File: src/rtl/fifo_dc_burst_wr.sv
// Burst-grouping write producer for the dual-clock FIFO: stages up to BURST_LEN
// words and commits each group as one back-to-back burst once space is free.
// Optional statistics counters: define FIFO_DC_BURST_WR_STAT_EN.
module fifo_dc_burst_wr #(
  parameter int DATA_WIDTH = 32,
  parameter int FIFO_DEPTH = 64,
  parameter int BURST_LEN  = 8,
  parameter int TIMEOUT    = 256
) (
  input  logic                          wr_clk_i,
  input  logic                          wr_rst_n_i,
  input  logic                          s_valid_i,
  input  logic [DATA_WIDTH-1:0]         s_data_i,
  input  logic                          s_last_i,
  output logic                          s_ready_o,
  output logic                          fifo_wr_en_o,
  output logic [DATA_WIDTH-1:0]         fifo_wr_data_o,
  input  logic                          fifo_wr_full_i,
  input  logic [$clog2(FIFO_DEPTH):0]   fifo_wr_free_i,
  output logic                          busy_o,
  output logic [15:0]                   burst_cnt_o,
  output logic [15:0]                   stall_cnt_o
);

  localparam int CW = $clog2(BURST_LEN) + 1;
  localparam int IW = $clog2(BURST_LEN);
  localparam int FW = $clog2(FIFO_DEPTH) + 1;
  localparam int TW = (TIMEOUT > 1) ? $clog2(TIMEOUT) : 1;
  localparam logic [TW-1:0] IDLE_LAST = TW'((TIMEOUT > 0) ? TIMEOUT - 1 : 0);

  typedef enum logic [1:0] {S_FILL, S_WAIT, S_DRAIN} state_t;

  state_t                state;
  logic [CW-1:0]         count;
  logic [IW-1:0]         idx;
  logic [TW-1:0]         idle;
  logic [DATA_WIDTH-1:0] stage_mem [BURST_LEN];

  logic accept;
  logic timeout_hit;
  logic last_write;

  // Handshake: a beat transfers on any edge where s_valid_i & s_ready_o; ready
  // depends only on state, and valid is never required to wait for ready.
  assign accept      = (state == S_FILL) & s_valid_i;
  assign timeout_hit = (TIMEOUT != 0) && (count != '0) && !accept && (idle == IDLE_LAST);
  assign last_write  = (state == S_DRAIN) & fifo_wr_en_o & ({1'b0, idx} == count - 1'b1);

  always_ff @(posedge wr_clk_i or negedge wr_rst_n_i) begin
    if (!wr_rst_n_i) begin
      state <= S_FILL;
      count <= '0;
      idx   <= '0;
      idle  <= '0;
    end else begin
      case (state)
        S_FILL: begin
          if (accept) begin
            count <= count + 1'b1;
            idle  <= '0;
            if (s_last_i || (count == CW'(BURST_LEN - 1))) state <= S_WAIT;
          end else if (count != '0) begin
            if (timeout_hit) state <= S_WAIT;
            if (idle != '1) idle <= idle + 1'b1;
          end
        end
        S_WAIT: begin
          // Free count is conservative, so committing only when it covers the
          // whole group guarantees the burst never overruns the FIFO.
          if (FW'(count) <= fifo_wr_free_i) state <= S_DRAIN;
        end
        S_DRAIN: begin
          if (fifo_wr_en_o) begin
            if (last_write) begin
              state <= S_FILL;
              count <= '0;
              idx   <= '0;
              idle  <= '0;
            end else begin
              idx <= idx + 1'b1;
            end
          end
        end
        default: state <= S_FILL;
      endcase
    end
  end

  always_ff @(posedge wr_clk_i) begin
    if (accept) stage_mem[count[IW-1:0]] <= s_data_i;
  end

  assign s_ready_o      = (state == S_FILL);
  assign fifo_wr_en_o   = (state == S_DRAIN) & ~fifo_wr_full_i;
  assign fifo_wr_data_o = (state == S_DRAIN) ? stage_mem[idx] : '0;
  assign busy_o         = (count != '0) | (state != S_FILL);

`ifdef FIFO_DC_BURST_WR_STAT_EN
  logic [15:0] burst_cnt;
  logic [15:0] stall_cnt;

  always_ff @(posedge wr_clk_i or negedge wr_rst_n_i) begin
    if (!wr_rst_n_i) begin
      burst_cnt <= '0;
      stall_cnt <= '0;
    end else begin
      if (last_write) burst_cnt <= burst_cnt + 16'd1;
      if (state == S_WAIT) stall_cnt <= stall_cnt + 16'd1;
    end
  end

  assign burst_cnt_o = burst_cnt;
  assign stall_cnt_o = stall_cnt;
`else
  assign burst_cnt_o = '0;
  assign stall_cnt_o = '0;
`endif

endmodule

File: config.mk
export PLATFORM = sky130hd
export DESIGN_NAME = fifo_dc_burst_wr
export DESIGN_NICKNAME = d
export VERILOG_FILES = /design/src/rtl/fifo_dc_burst_wr.sv
export SDC_FILE = /design/constraint.sdc
export NUM_CORES = 1
export LEC_CHECK = 0
export CORE_MARGIN = 3
export CORE_UTILIZATION = 57
export CTS_BUF_LIST = sky130_fd_sc_hd__clkbuf_16
export CTS_CLUSTER_DIAMETER = 80
export DETAILED_ROUTE_END_ITERATION = 8
export PLACE_DENSITY = 0.8
export SLEW_MARGIN = 0
export SYNTH_ARGS = -nofsm -noshare
export SYNTH_HDL_FRONTEND = slang
export SYNTH_SLANG_ARGS = --single-unit
File: constraint.sdc
create_clock -name wr_clk_i -period 4.7 [get_ports wr_clk_i]
set_input_delay 0.705 -clock wr_clk_i [delete_from_list [all_inputs] [get_ports wr_clk_i]]
set_output_delay 0.705 -clock wr_clk_i [all_outputs]
set_load 0.02 [all_outputs]
power_grid.png
Pins as bars on the die edge.
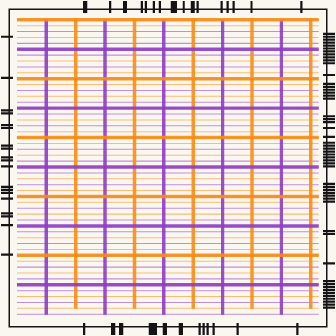
colour	net
purple	VSS
orange	VDD
rows	50
met5 straps	10

placement_by_type.png
The bar under the picture is 50 um long.
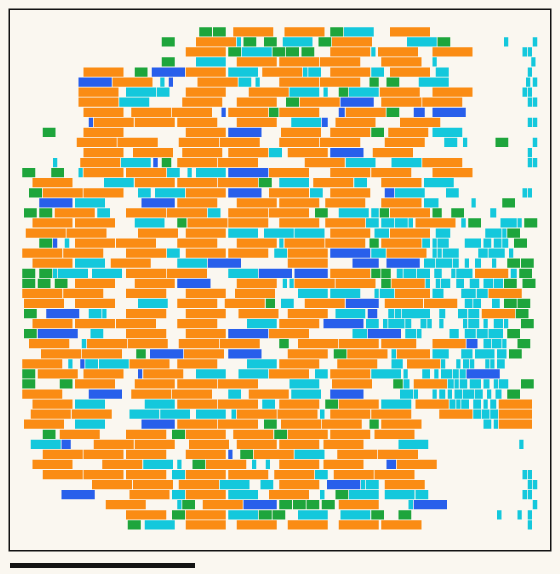
colour	class	cells	share of their area
blue	clock drivers and dummy loads	49	7.3%
cyan	combinational and other logic	286	22%
orange	sequential cells	273	63%
green	remaining buffers and delay cells	94	7.0%
sequential cell area share: 61.8%
Core ar.: 19000 sq um

[cells by family after synthesis]
family | after synthesis | share of synthesized area (%)
and+or+nand+nor | 102 | 4.45
other | 1 | 0.0336
AOI/OAI and AO/OA | 34 | 2.06
adders and majority gates | 9 | 1.01
buffers and inverters | 66 | 3.55
muxes | 96 | 15.8
DFF | 273 | 72.6
xor gates and xnor gates | 6 | 0.471
[layer usage]
layer  vias to the layer above  global-route usage, %
li1                       2476                      -
met1                      3012                   28.4
met2                       286                   36.3
met3                        47                   3.86
met4                         0                   6.54
met5                         -                      0
[worst max-delay path, cell delays in order, from the launching register on]
cell                              delay [ns]
sky130_fd_sc_hd__dfrtp_4                0.78
sky130_fd_sc_hd__buf_4                  0.43
sky130_fd_sc_hd__mux4_2                 0.58
sky130_fd_sc_hd__mux2i_1                0.22
sky130_fd_sc_hd__nor2_1                 0.10
sky130_fd_sc_hd__clkdlybuf4s50_1        0.59
[metrics by stage]
stage,power (W),hold slack (ns),worst slack [ns]
floorplan,0.00478,0.409,0.784
global route,0.00808,0.559,0.547
CTS,0.00783,0.537,0.661
finish,0.00775,0.534,0.745
global placement,0.00548,0.518,1.34
detailed placement,0.00555,0.530,1.27
[synthesized netlist by cell type, drive strengths merged (4+ instances only)]
library cell / count / area share (%)
a31oi: 4 / 0.22
o21ai: 10 / 0.45
ha: 9 / 1.0
mux4: 64 / 13
nand2b: 4 / 0.22
clkbuf: 13 / 0.44
nor2: 47 / 1.6
nor4: 4 / 0.36
nand2: 20 / 0.67
o211ai: 4 / 0.27
edfxtp: 256 / 69
nor3: 5 / 0.22
dfrtp: 17 / 3.8
buf: 46 / 2.9
xor2: 4 / 0.31
nand3: 5 / 0.22
inv: 7 / 0.24
mux2i: 32 / 2.9
==> impl_metrics.json <==
{
  "cts.reportedPaths.clkPinSlew_ns": 0.07,
  "worstHoldPathType": "reg -> reg",
  "synth_warnings": 0,
  "dp.cells": 913,
  "reg2regPathDepth": 5,
  "grt_use_total_pct": 21.3,
  "inverters_excl_clock": 7,
  "globalRoute.totalOverflow": 0,
  "via_count": 5821,
  "outcome": "finished, final reports clean",
  "endpoint": "fifo_wr_data_o[15]",
  "clockRootBuffer": "sky130_fd_sc_hd__clkbuf_16",
  "rr_endpoint": "idx[1]",
  "min_delay_worst_endpoint": "idle[0]",
  "final_tns_setup_ns": 0,
  "cts_resized": 0,
  "final-max-slew-violation-count": 0,
  "cap_violations": 0,
  "post-route-util_pct": 69.3,
  "post_cts_hold_buffer_count": 0,
  "avgRoutedWirePerCell_um": 23.7,
  "met2RoutedLength_um": 11700,
  "rsz0062_at_grt": "no",
  "tritoncts_buffer_count": 27,
  "period_minus_slack_ns": 3.95,
  "regToRegStartpoint": "idx[1]",
  "antenna_left": 0,
  "wl_met1_um": 8880,
  "top_power_group": "sequential cells",
  "portbufs": 78,
  "final.signal_buffer_count": 94,
  "power.static_leakage_nw": 4.34,
  "initial_core_util_pct": 58.9,
  "flops": 273,
  "layout.nets": 735,
  "crit_path_end_kind": "output pin",
  "antennaDiodeCount": 0,
  "chip_area_sq_um": 21300,
  "clock_buffer_count": 27,
  "rows": 50,
  "global_route_wire_length_before_repair_um": 35000,
  "die_h_um": 146,
  "synth_area_sq_um": 11200,
  "switching_share_pct": 30.7
}
No activity file was given, so power comes from the tool's default toggle rates.
